==> config.mk <==
export PLATFORM = sky130hd
export DESIGN_NAME = prism_sp_puzzle_hw_gem_dma_read
export DESIGN_NICKNAME = d
export VERILOG_FILES = /design/src/rtl/prism_sp_puzzle_hw_gem_dma_read.sv
export SDC_FILE = /design/constraint.sdc
export NUM_CORES = 1
export LEC_CHECK = 0
export ABC_AREA = 1
export CAP_MARGIN = 20
export CORE_MARGIN = 2
export CORE_UTILIZATION = 39
export DETAILED_ROUTE_END_ITERATION = 8
export GPL_ROUTABILITY_DRIVEN = 0
export HOLD_SLACK_MARGIN = 0.05
export PLACE_DENSITY_LB_ADDON = 0.25
export SLEW_MARGIN = 10
export SYNTH_ARGS = -nofsm -noshare
export SYNTH_HDL_FRONTEND = slang
export SYNTH_SLANG_ARGS = --single-unit
==> constraint.sdc <==
create_clock -name clock -period 10.1 [get_ports clock]
set_input_delay 1.515 -clock clock [delete_from_list [all_inputs] [get_ports clock]]
set_output_delay 1.515 -clock clock [all_outputs]
set_load 0.02 [all_outputs]
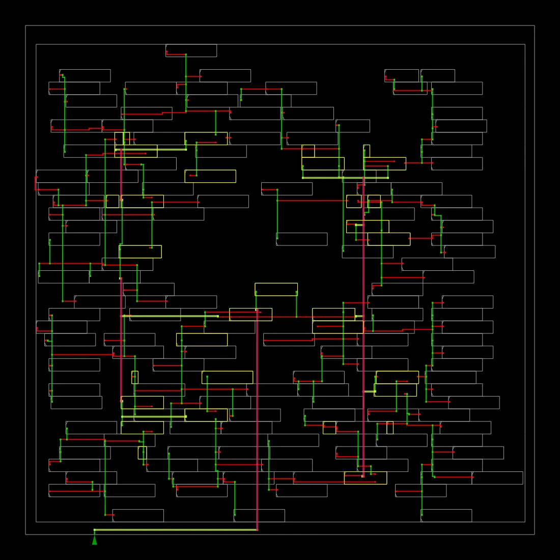
Figure 1: clock routing.
Setup Skew: 0.00769 ns
clock network power: 627 uW
clkbuf count: 17
cts bufs inserted: 17
worst-skew pair later-pin latency: 0.40 ns

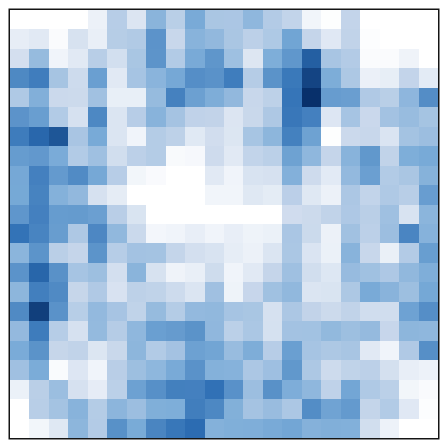
Figure 2: routed metal per tile.
The die is cut into 22 by 22 equal tiles; white is low, dark blue is high, scaled to the fullest tile. Values are wire area over tile area, all layers added.
emptiest ninth of the die = centre
nearly empty tiles = 6.8%
tiles over half the peak = 21%
vias: 2650
WL per Instance: 16.5 um
Total Routing Usage GR: 16.5%
Detailed Route WL: 9880 um

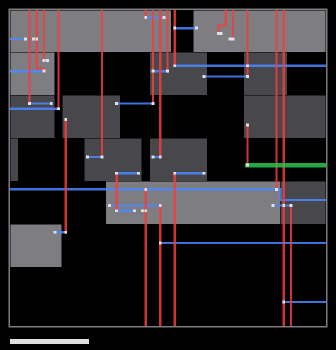
Figure 3: a small window of the routed layout.
Scale bar: 5 um. Window x 45 to 65, y 67 to 87 um. Cells in grey, sequential cells in the stronger grey; small squares are vias.
green -> metal 3
red -> metal 2
blue -> metal 1
most frequent = clkdlybuf4s50_1 (6), edfxtp_1 (3)
sequential cells in the window = 3
cells with their middle in the window = 11

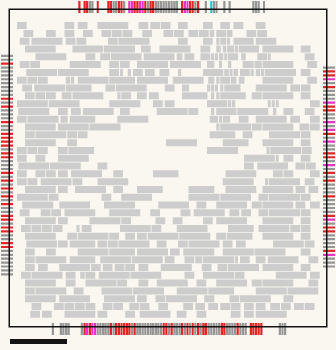
Figure 4: I/O pins on the die edge.
Scale bar: 20 um. Pins as bars across the die edge, other pins in grey.
magenta -> meta_desc_fifo_w_wr_data  # pins 17, direction output, edge 8 east, 6 north, 3 south
red -> o_cookie_fifo_w_wr_data  # pins 80, direction output, edge 27 south, 21 west, 17 north, 15 east
cyan -> tx_data_mem_r_busy  # pins 1, direction input, edge north
all pins by edge = 76 south, 57 west, 52 east, 49 north
Chip Width: 110 um
port buffer count: 233
Die Y: 110 um

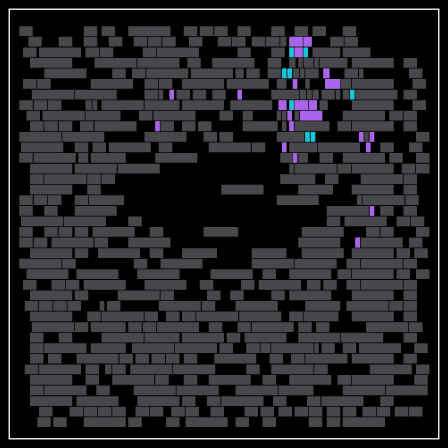
Figure 5: gate-type map.
cyan -> inverters  # cells 8, most used inv_1
purple -> NOR gates  # cells 22, most used nor2_1
non-filler cells, final: 597
Comb area share: 3.36%
Commonest Layout Cell: clkdlybuf4s50_1

==> metrics.yaml <==
outcome: "finished clean"
r2r_slack_ns: 8.04
cts_hold_buf: 0
comb.multi_input.count: 47
peakVddDrop_v: 0.000122
setup_viol: 0
ys_sh_adder_pct: 0
maxUsedRoutingLayer: "met4"
dominant_cells: "flip-flops and latches"
cts-resized-gates: 0
ant_nets: 0
cp.arrival_ns: 3.04
ys_async_sr_fraction_pct: 0
hp-class: "reg -> reg"
yosysTopAreaCellShare_pct: 88.1
hpwl_um: 7150
ios: 234
n_all_inverters: 8
root_buffer: "clkbuf_16"
fin_area_um2: 7400
-- placed cells by master, fill, tap and decap left out, drive strengths merged --
cell / synthesis / routed
nand3: 6 / 6
or2: 1 / 1
clkdlybuf4s50: 0 / 233
buf: 18 / 2
clkinvlp: 0 / 4
inv: 8 / 9
clkinv: 0 / 6
nor3: 4 / 4
nor4: 1 / 1
a21oi: 1 / 1
clkbuf: 0 / 17
a211oi: 1 / 1
bufinv: 0 / 4
edfxtp: 129 / 129
conb: 1 / 1
nand2: 14 / 14
dfxtp: 6 / 6
nor2: 17 / 17
o21ai: 1 / 1
-- critical path, cell delays in order --
cell and delay (ns):
clkdlybuf4s50_1 0.45, nor3_2 0.19, buf_4 0.81
Power is estimated from default activity; no workload was simulated.
